==> src/rtl/mem_wb_if.sv <==
// M-to-W pipeline boundary: M-stage operands and hazard controls flow in,
// register-file writeback and retirement count flow out.
interface mem_wb_if #(
  parameter int DATA_WIDTH             = 32,
  parameter int REG_FILE_ADDRESS_WIDTH = 5,
  parameter int COUNT_WIDTH            = 64
);
  logic                              ValidM;
  logic [DATA_WIDTH-1:0]             ALUResultM;
  logic [DATA_WIDTH-1:0]             ReadDataM;
  logic [DATA_WIDTH-1:0]             PCPlus4M;
  logic [REG_FILE_ADDRESS_WIDTH-1:0] RdM;
  logic                              RegWriteM;
  logic [1:0]                        ResultSrcM;
  logic                              StallW;
  logic                              FlushW;

  logic [DATA_WIDTH-1:0]             ResultW;
  logic [REG_FILE_ADDRESS_WIDTH-1:0] RdW;
  logic                              RegWriteW;
  logic                              ValidW;
  logic [COUNT_WIDTH-1:0]            RetiredCountW;

  modport master (
    output ValidM, ALUResultM, ReadDataM, PCPlus4M, RdM, RegWriteM, ResultSrcM,
           StallW, FlushW,
    input  ResultW, RdW, RegWriteW, ValidW, RetiredCountW
  );

  modport slave (
    input  ValidM, ALUResultM, ReadDataM, PCPlus4M, RdM, RegWriteM, ResultSrcM,
           StallW, FlushW,
    output ResultW, RdW, RegWriteW, ValidW, RetiredCountW
  );
endinterface

==> src/rtl/mem_wb_stage.sv <==
// MEM/WB pipeline register with writeback result select, x0 write
// suppression and a wrapping retired-instruction counter.
module mem_wb_stage #(
  parameter int DATA_WIDTH             = 32,
  parameter int REG_FILE_ADDRESS_WIDTH = 5,
  parameter int COUNT_WIDTH            = 64
) (
  input logic      clk,
  input logic      rst,
  mem_wb_if.slave  bus
);

  typedef enum logic [1:0] {
    SRC_ALU  = 2'b00,
    SRC_MEM  = 2'b01,
    SRC_PC4  = 2'b10,
    SRC_RSVD = 2'b11
  } result_src_t;

  logic                              valid_q;
  logic [DATA_WIDTH-1:0]             alu_q;
  logic [DATA_WIDTH-1:0]             rdata_q;
  logic [DATA_WIDTH-1:0]             pc4_q;
  logic [REG_FILE_ADDRESS_WIDTH-1:0] rd_q;
  logic                              regwrite_q;
  result_src_t                       src_q;
  logic [COUNT_WIDTH-1:0]            count_q;
  logic [DATA_WIDTH-1:0]             result;
  logic                              retire;

  // The W occupant retires on any unstalled edge, even one that flushes it.
  assign retire = valid_q & ~bus.StallW;

  // W registers: flush beats stall beats capture; bubbles are captured too.
  always_ff @(posedge clk or posedge rst) begin
    if (rst) begin
      valid_q    <= 1'b0;
      alu_q      <= '0;
      rdata_q    <= '0;
      pc4_q      <= '0;
      rd_q       <= '0;
      regwrite_q <= 1'b0;
      src_q      <= SRC_ALU;
    end else if (bus.FlushW) begin
      valid_q    <= 1'b0;
      alu_q      <= '0;
      rdata_q    <= '0;
      pc4_q      <= '0;
      rd_q       <= '0;
      regwrite_q <= 1'b0;
      src_q      <= SRC_ALU;
    end else if (!bus.StallW) begin
      valid_q    <= bus.ValidM;
      alu_q      <= bus.ALUResultM;
      rdata_q    <= bus.ReadDataM;
      pc4_q      <= bus.PCPlus4M;
      rd_q       <= bus.RdM;
      regwrite_q <= bus.RegWriteM;
      src_q      <= result_src_t'(bus.ResultSrcM);
    end
  end

  // Retirement counter, wraps silently at its width.
  always_ff @(posedge clk or posedge rst) begin
    if (rst) begin
      count_q <= '0;
    end else if (retire) begin
      count_q <= count_q + COUNT_WIDTH'(1);
    end
  end

  // Writeback data select from stored operands only; reserved encoding yields zero.
  always_comb begin
    result = '0;
    case (src_q)
      SRC_ALU:  result = alu_q;
      SRC_MEM:  result = rdata_q;
      SRC_PC4:  result = pc4_q;
      SRC_RSVD: result = '0;
      default:  result = '0;
    endcase
  end

  assign bus.ResultW       = result;
  assign bus.RdW           = rd_q;
  assign bus.ValidW        = valid_q;
  assign bus.RegWriteW     = regwrite_q & valid_q & (rd_q != '0);
  assign bus.RetiredCountW = count_q;

endmodule

==> src/flat_wrapper.sv <==
// flat-port wrapper written by rule: the top's interface ports become plain ports
module mem_wb_stage_flat 
#(
  parameter int DATA_WIDTH             = 32,
  parameter int REG_FILE_ADDRESS_WIDTH = 5,
  parameter int COUNT_WIDTH            = 64
)
  (clk, rst, bus_ValidM, bus_ALUResultM, bus_ReadDataM, bus_PCPlus4M, bus_RdM, bus_RegWriteM, bus_ResultSrcM, bus_StallW, bus_FlushW, bus_ResultW, bus_RdW, bus_RegWriteW, bus_ValidW, bus_RetiredCountW);
  mem_wb_if #(.DATA_WIDTH(DATA_WIDTH), .REG_FILE_ADDRESS_WIDTH(REG_FILE_ADDRESS_WIDTH), .COUNT_WIDTH(COUNT_WIDTH)) bus_i ();
  input logic clk;
  input logic rst;
  input wire logic [$bits(bus_i.ValidM)-1:0] bus_ValidM;
  input wire logic [$bits(bus_i.ALUResultM)-1:0] bus_ALUResultM;
  input wire logic [$bits(bus_i.ReadDataM)-1:0] bus_ReadDataM;
  input wire logic [$bits(bus_i.PCPlus4M)-1:0] bus_PCPlus4M;
  input wire logic [$bits(bus_i.RdM)-1:0] bus_RdM;
  input wire logic [$bits(bus_i.RegWriteM)-1:0] bus_RegWriteM;
  input wire logic [$bits(bus_i.ResultSrcM)-1:0] bus_ResultSrcM;
  input wire logic [$bits(bus_i.StallW)-1:0] bus_StallW;
  input wire logic [$bits(bus_i.FlushW)-1:0] bus_FlushW;
  output wire logic [$bits(bus_i.ResultW)-1:0] bus_ResultW;
  output wire logic [$bits(bus_i.RdW)-1:0] bus_RdW;
  output wire logic [$bits(bus_i.RegWriteW)-1:0] bus_RegWriteW;
  output wire logic [$bits(bus_i.ValidW)-1:0] bus_ValidW;
  output wire logic [$bits(bus_i.RetiredCountW)-1:0] bus_RetiredCountW;
  assign bus_i.ValidM = bus_ValidM;
  assign bus_i.ALUResultM = bus_ALUResultM;
  assign bus_i.ReadDataM = bus_ReadDataM;
  assign bus_i.PCPlus4M = bus_PCPlus4M;
  assign bus_i.RdM = bus_RdM;
  assign bus_i.RegWriteM = bus_RegWriteM;
  assign bus_i.ResultSrcM = bus_ResultSrcM;
  assign bus_i.StallW = bus_StallW;
  assign bus_i.FlushW = bus_FlushW;
  assign bus_ResultW = bus_i.ResultW;
  assign bus_RdW = bus_i.RdW;
  assign bus_RegWriteW = bus_i.RegWriteW;
  assign bus_ValidW = bus_i.ValidW;
  assign bus_RetiredCountW = bus_i.RetiredCountW;
  mem_wb_stage #(.DATA_WIDTH(DATA_WIDTH), .REG_FILE_ADDRESS_WIDTH(REG_FILE_ADDRESS_WIDTH), .COUNT_WIDTH(COUNT_WIDTH)) u_core (.clk(clk), .rst(rst), .bus(bus_i));
endmodule
==> config.mk <==
export PLATFORM = sky130hd
export DESIGN_NAME = mem_wb_stage_flat
export DESIGN_NICKNAME = d
export VERILOG_FILES = /design/src/rtl/mem_wb_if.sv /design/src/rtl/mem_wb_stage.sv /design/src/flat_wrapper.sv
export SDC_FILE = /design/constraint.sdc
export NUM_CORES = 1
export LEC_CHECK = 0
export CAP_MARGIN = 20
export CORE_ASPECT_RATIO = 1.1
export CORE_UTILIZATION = 30
export DETAILED_ROUTE_END_ITERATION = 16
export PLACE_DENSITY_LB_ADDON = 0.12
export SLEW_MARGIN = 5
export SYNTH_ARGS = -nofsm -noshare
export SYNTH_HDL_FRONTEND = slang
export SYNTH_SLANG_ARGS = --single-unit
==> constraint.sdc <==
create_clock -name clk -period 17.6 [get_ports clk]
set_clock_uncertainty 0.05 [all_clocks]
set_input_delay 3.52 -clock clk [delete_from_list [all_inputs] [get_ports clk]]
set_output_delay 3.52 -clock clk [all_outputs]
set_load 0.01 [all_outputs]
==> results.sh, run 1 <==
# source this file to load flow results
export IMPL_worstMarginPinSlew_ns=0.975
export IMPL_fp_dieH_um=172
export IMPL_synth_seq_cells=169
export IMPL_slew_violations=0
export IMPL_die_area_um2=26800
export IMPL_ir_worst_vdd_mv=0.0523
export IMPL_drt_pre_antenna_iters=4
export IMPL_crit_path_buf_inv_count=1
export IMPL_detail_route_iter0_violations=213
export IMPL_unrepaired_setup_endpoints_after_global_routing="no"
export IMPL_worst_path_largest_cell_delay_ns=0.77
export IMPL_lay_top_cells="sky130_fd_sc_hd__clkdlybuf4s50_1, sky130_fd_sc_hd__dfrtp_1, sky130_fd_sc_hd__mux2i_1, sky130_fd_sc_hd__nor2_1, sky130_fd_sc_hd__nand2_1"
export IMPL_antenna_found_initial=4
export IMPL_grt_usage_pct=17.3
export IMPL_route_antenna_remaining_nets=0
export IMPL_postSynthNetCount=846
export IMPL_dpl_hpwl_um=14700
export IMPL_worstPathCellList="nor2b_4, nand2_1, o21ai_0, clkdlybuf4s50_1"
export IMPL_max_cap_viol_count=0
export IMPL_crit_slowest_cell="sky130_fd_sc_hd__nor2b_4"
export IMPL_ctsHoldBuffers=0
export IMPL_post_synth_top_area_fraction_pct=53.8
export IMPL_power_total_uw=965
export IMPL_via_count_of_the_first_global_routing_pass=6183
export IMPL_yosys_stat_seqShare_pct=53.8
export IMPL_regToRegSetupSlack_ns=15.04
export IMPL_min_period_over_period_pct=34.5
export IMPL_grt_max_degree=103
export IMPL_detail_route_wl_per_cell_um=17.1
export IMPL_core_area_um2=25500
export IMPL_cts_root_buffer="sky130_fd_sc_hd__clkbuf_16"
export IMPL_timing_setup_tns_ns=0
export IMPL_openroad_warnings=27
export IMPL_result_of_the_run="finished, final reports clean"
export IMPL_layout_nets=1044
## run 1: where the power goes
group | switching, mW | leakage, nW | internal [mW]
logic | 0.0538 | 2.42 | 0.0639
clock network | 0.170 | 0.322 | 0.256
registers | 0.0156 | 2.25 | 0.406
total | 0.239 | 4.99 | 0.726
## run 1: worst max path at each step
stage                                         to  cells after the start  slack [ns]            start
global route                     bus_ResultW[18]                      4       11.36  u_core.src_q[0]
global placement    u_core.bus.RetiredCountW[58]                      6       11.66       bus_StallW
detailed placement  u_core.bus.RetiredCountW[50]                      6       11.60       bus_StallW
CTS                               bus_ResultW[6]                      4       11.48  u_core.src_q[0]
floorplan                        u_core.alu_q[0]                      1        9.45              rst
finish                            bus_ResultW[6]                      4       11.54  u_core.src_q[0]
## run 1: cell families after synthesis
kind of cell             after synthesis  synth area share (%)
buffers and inverters                 46                  2.29
XOR/XNOR                              63                  7.02
multiplexers                         137                  17.5
AND/OR/NAND/NOR                      287                  17.1
adder cells (fa/ha/maj)                1                 0.159
flip-flops                           169                  53.8
AND-OR/OR-AND                         33                  2.17
## run 1: layout make-up
class / instances / area share, %
clock buffer: 17 / 3.87
tap: 346 / 3.94
inverter: 8 / 0.319
timing repair buffer: 217 / 19.8
multi-input combinational: 521 / 31.4
sequential: 169 / 38.5
antenna: 1 / 0.0228
clock inverter: 14 / 2.11
## run 1: metal layers
layer,part of all wire (%),vias up,track usage (%)
met2,46,179,26.8
met5,0.17,-,0
met1,46,2963,22.5
met3,7.4,22,6.27
li1,-,2917,-
met4,0.98,6,4.69
## run 1: per-stage QoR
stage,std cells,hold WS [ns],utilization [%],setup slack (ns)
2_1_floorplan,736,0.439,-,9.45
3_3_place_gp,1260,0.413,40.4,11.66
3_5_place_dp,1260,0.420,40.4,11.60
4_1_cts,1291,0.433,43.0,11.48
5_1_grt,1293,0.463,43.1,11.36
6_report,1293,0.428,43.1,11.54
## run 1: synthesized netlist by cell type, drive strengths merged
cell,n
dfrtp,169
mux2i,137
nor2,130
nand2,58
xor2,39
o21ai,32
nand4,28
xnor2,24
clkbuf,23
nand3,22
nor3,19
nor4,17
buf,15
inv,8
and3,3
nor2b,3
or2,3
and4,1
ha,1
nand2b,1
nor3b,1
o311a,1
or3,1
## run 1: registers in the layout, indices dropped and copies added, names as in the netlist
signal	count
u_core.rdata_q	32
u_core.alu_q	32
u_core.bus.ValidW	1
u_core.bus.RdW	5
u_core.pc4_q	32
u_core.bus.RetiredCountW	64
u_core.regwrite_q	1
u_core.src_q	2
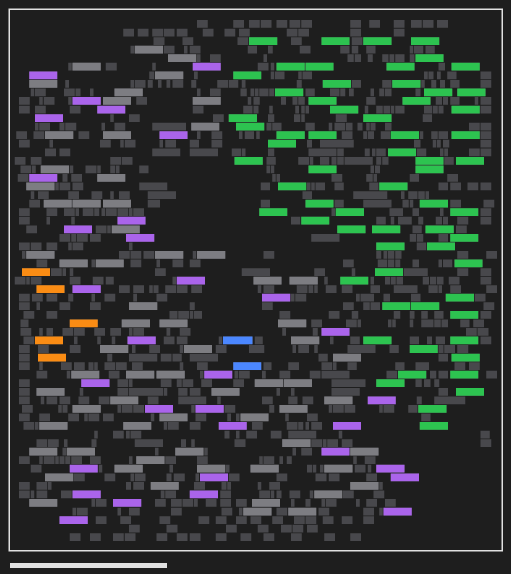
(run_1/registers.png)
The bar under the picture is 50 um long.
color	signal	flops
blue	u_core.src_q	2
orange	u_core.bus.RdW	5
green	u_core.bus.RetiredCountW	64
purple	u_core.alu_q	32
not colored	66

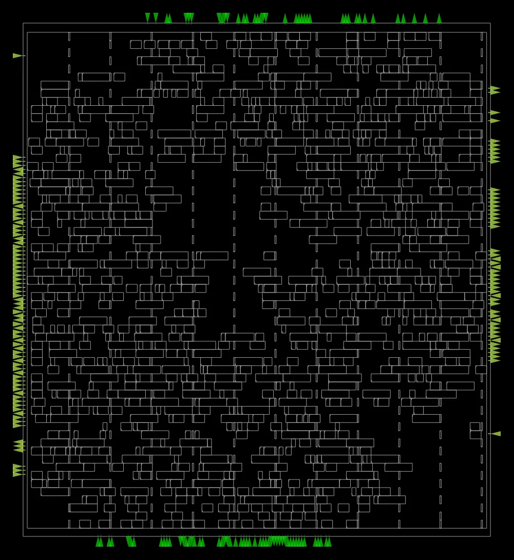
(run_1/final_placement.png)
Tapcell Cnt: 346
tally of filler cells in the layout: 2529
share of the final layout cell area in sequential cells: 38.5%
sequential cell count of the final layout: 169

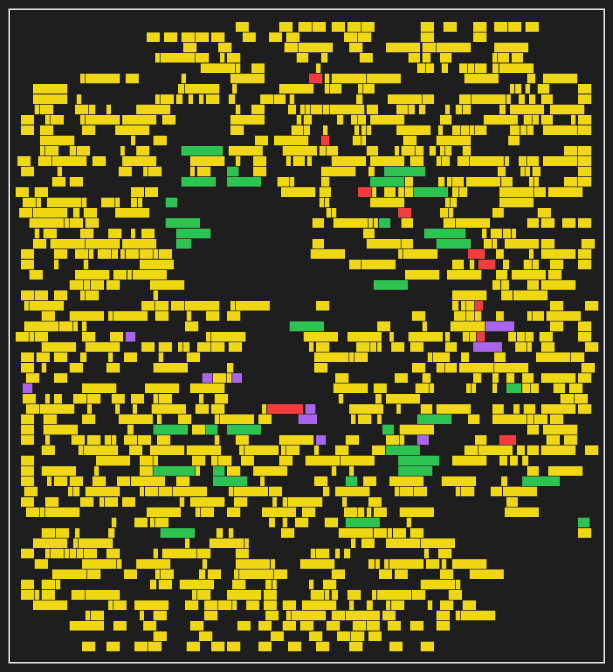
(run_1/drive_strength.png)
color	size	cells	share
purple	drive 3 to 4	10	1.1%
yellow	drive 1 or less	893	94%
red	drive 2	10	1.1%
green	drive 6 and up	33	3.5%

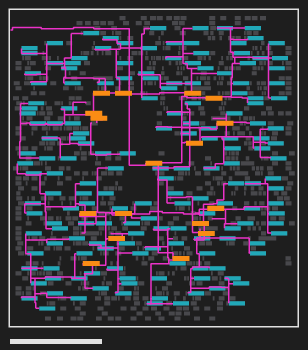
(run_1/clock_map.png)
The bar under the picture is 50 um long.
[magenta] clock wires | length: 2390 um
[cyan] flip-flops | count: 169
[orange] cells driving clock nets | count: 17
flops lie	spread over the die

--- run 2 (diff from run 1) ---
==> constraint.sdc (replaced) <==
create_clock -name clk -period 5.3 [get_ports clk]
set_clock_uncertainty 0.05 [all_clocks]
set_input_delay 1.06 -clock clk [delete_from_list [all_inputs] [get_ports clk]]
set_output_delay 1.06 -clock clk [all_outputs]
set_load 0.01 [all_outputs]
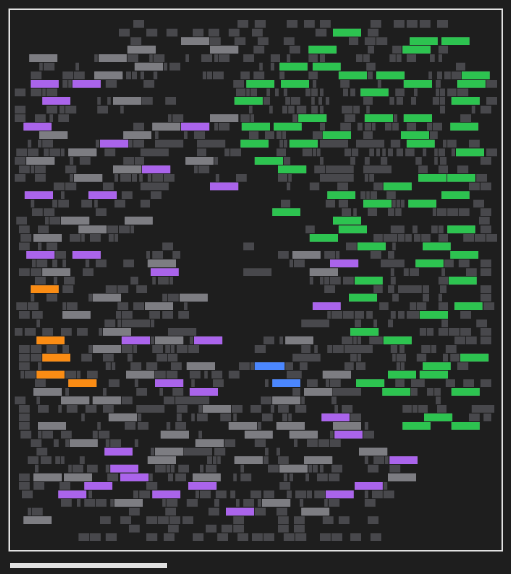
(run_2/registers.png)
The bar under the picture is 50 um long.
color	signal	flops
purple	u_core.alu_q	32
orange	u_core.bus.RdW	5
green	u_core.bus.RetiredCountW	64
blue	u_core.src_q	2
not colored	66

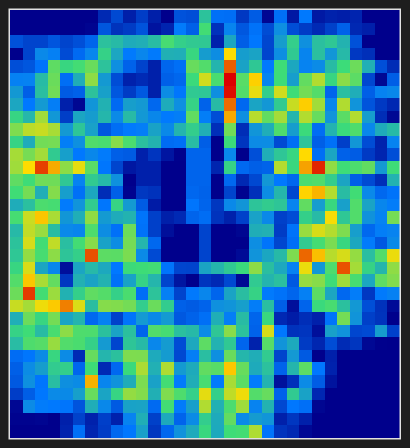
(run_2/wire_density.png)
The die is cut into 31 by 34 equal tiles; dark blue is low, red is high, scaled to the fullest tile. Values are wire area over tile area, all layers added.
emptiest ninth of the die	south-east
mean over tiles	0.13
nearly empty tiles	12%
fullest tile	0.42
tiles over half the peak	22%

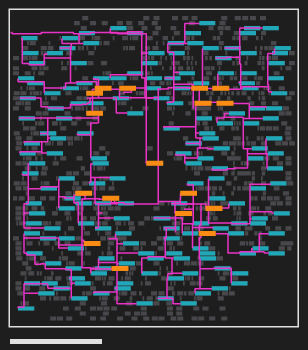
(run_2/clock_map.png)
The bar under the picture is 50 um long.
[orange] cells driving clock nets | count: 17
[cyan] flip-flops | count: 169
[magenta] clock wires | length: 2400 um
routed clock nets	18

==> results.sh, run 2 <==
# source this file to load flow results
export IMPL_result_of_the_run="finished, final reports clean"
export IMPL_grt_max_degree=170
export IMPL_worstPathCellList="nor2b_4, nand2_1, o21ai_0, clkdlybuf4s50_1"
export IMPL_crit_path_buf_inv_count=1
export IMPL_synth_seq_cells=169
export IMPL_lay_top_cells="sky130_fd_sc_hd__clkdlybuf4s50_1, sky130_fd_sc_hd__dfrtp_1, sky130_fd_sc_hd__mux2i_1, sky130_fd_sc_hd__nor2_1, sky130_fd_sc_hd__nand2_1"
export IMPL_detail_route_iter0_violations=286
export IMPL_ir_worst_vdd_mv=0.176
export IMPL_crit_slowest_cell="sky130_fd_sc_hd__nor2b_4"
export IMPL_dpl_hpwl_um=14900
export IMPL_worstMarginPinSlew_ns=1.07
export IMPL_via_count_of_the_first_global_routing_pass=6265
export IMPL_ff_type="sky130_fd_sc_hd__dfrtp_1"
export IMPL_max_cap_viol_count=0
export IMPL_synthMostInstantiatedCell="sky130_fd_sc_hd__dfrtp_1"
export IMPL_detail_route_wl_per_cell_um=17.2
export IMPL_top_cells_by_count="sky130_fd_sc_hd__dfrtp_1, sky130_fd_sc_hd__mux2i_1, sky130_fd_sc_hd__nor2_1"
export IMPL_ctsHoldBuffers=0
export IMPL_postSynthNetCount=846
export IMPL_die_area_um2=26800
export IMPL_post_synth_top_area_fraction_pct=53.8
export IMPL_slew_violations=0
export IMPL_unrepaired_setup_endpoints_after_global_routing="no"
export IMPL_core_area_um2=25500
export IMPL_cts_root_buffer="sky130_fd_sc_hd__clkbuf_16"
export IMPL_worst_path_largest_cell_delay_ns=0.75
export IMPL_layout_nets=1043
export IMPL_worst_setup_path_startpoint="u_core.src_q[0]"
export IMPL_fp_dieH_um=172
export IMPL_min_period_over_period_pct=67.7
export IMPL_crit_path_end_kind="output pin"
export IMPL_fillers=2543
export IMPL_openroad_warnings=28
export IMPL_timing_setup_tns_ns=0
export IMPL_enable_flop_cells=0
export IMPL_route_antenna_remaining_nets=0
## run 2: cell counts after synthesis
No cell type changed its count.
## run 2: metrics by stage
| stage | util (%) | hold WS, ns | cells | setup slack [ns] |
|---|---|---|---|---|
| floorplan | - | 0.439 | 736 | 2.04 |
| global route | 42.7 | 0.461 | 1292 | 1.54 |
| detailed placement | 40.5 | 0.415 | 1260 | 1.83 |
| CTS | 42.7 | 0.430 | 1291 | 1.65 |
| global placement | 40.5 | 0.412 | 1260 | 1.88 |
| finish | 42.7 | 0.426 | 1292 | 1.71 |
## run 2: final timing paths
check / to / depth (start not counted) / slack (ns)
min in group asynchronous: u_core.bus.RetiredCountW[11] / 3 / 1.14
worst max-delay path: bus_ResultW[28] / 4 / 1.71
worst min-delay path: u_core.bus.RetiredCountW[63] / 1 / 0.43
max in group asynchronous: u_core.pc4_q[6] / 3 / 3.22
worst max register to register: u_core.bus.RetiredCountW[50] / 6 / 2.71
worst min register to register: u_core.bus.RetiredCountW[63] / 1 / 0.43
## run 2: cell families after synthesis
| family | after synthesis | share of synthesized area, % |
|---|---|---|
| xor+xnor | 63 | 7.02 |
| flops | 169 | 53.8 |
| fa+ha+maj | 1 | 0.159 |
| buf+inv | 46 | 2.29 |
| simple gates | 287 | 17.1 |
| compound gates | 33 | 2.17 |
| mux | 137 | 17.5 |
## run 2: layer usage
layer / track usage, % / share of wire (%)
met1: 22.0 / 45
met2: 27.5 / 46
met3: 6.15 / 7.4
met4: 4.65 / 1.2
met5: 0 / 0
## run 2: cell type report
| cell class | instances | area (um^2) | share of cell area (%) |
|---|---|---|---|
| timing repair buffer | 216 | 2160 | 19.8 |
| multi-input combinational | 521 | 3450 | 31.7 |
| clock buffer | 18 | 429 | 3.94 |
| clock inverter | 13 | 144 | 1.32 |
| antenna | 1 | 2.50 | 0.0230 |
| inverter | 8 | 33.8 | 0.310 |
| tap | 346 | 433 | 3.98 |
| sequential | 169 | 4230 | 38.9 |
## run 2: where the power goes
group	leakage (nW)	switching (mW)	internal, mW
registers	2.25	0.0523	1.35
logic	2.41	0.179	0.212
clock network	0.281	0.543	0.697
## run 2: worst reg2reg max path, stage by stage, from the launching register on
cell and delay (ns):
sky130_fd_sc_hd__dfrtp_1 0.43, sky130_fd_sc_hd__ha_1 0.26, sky130_fd_sc_hd__nand4_1 0.25, sky130_fd_sc_hd__nor4_4 0.35
sky130_fd_sc_hd__nand4_2 0.50, sky130_fd_sc_hd__nor4_1 0.50, sky130_fd_sc_hd__xor2_1 0.18
Power is estimated from default activity; no workload was simulated.
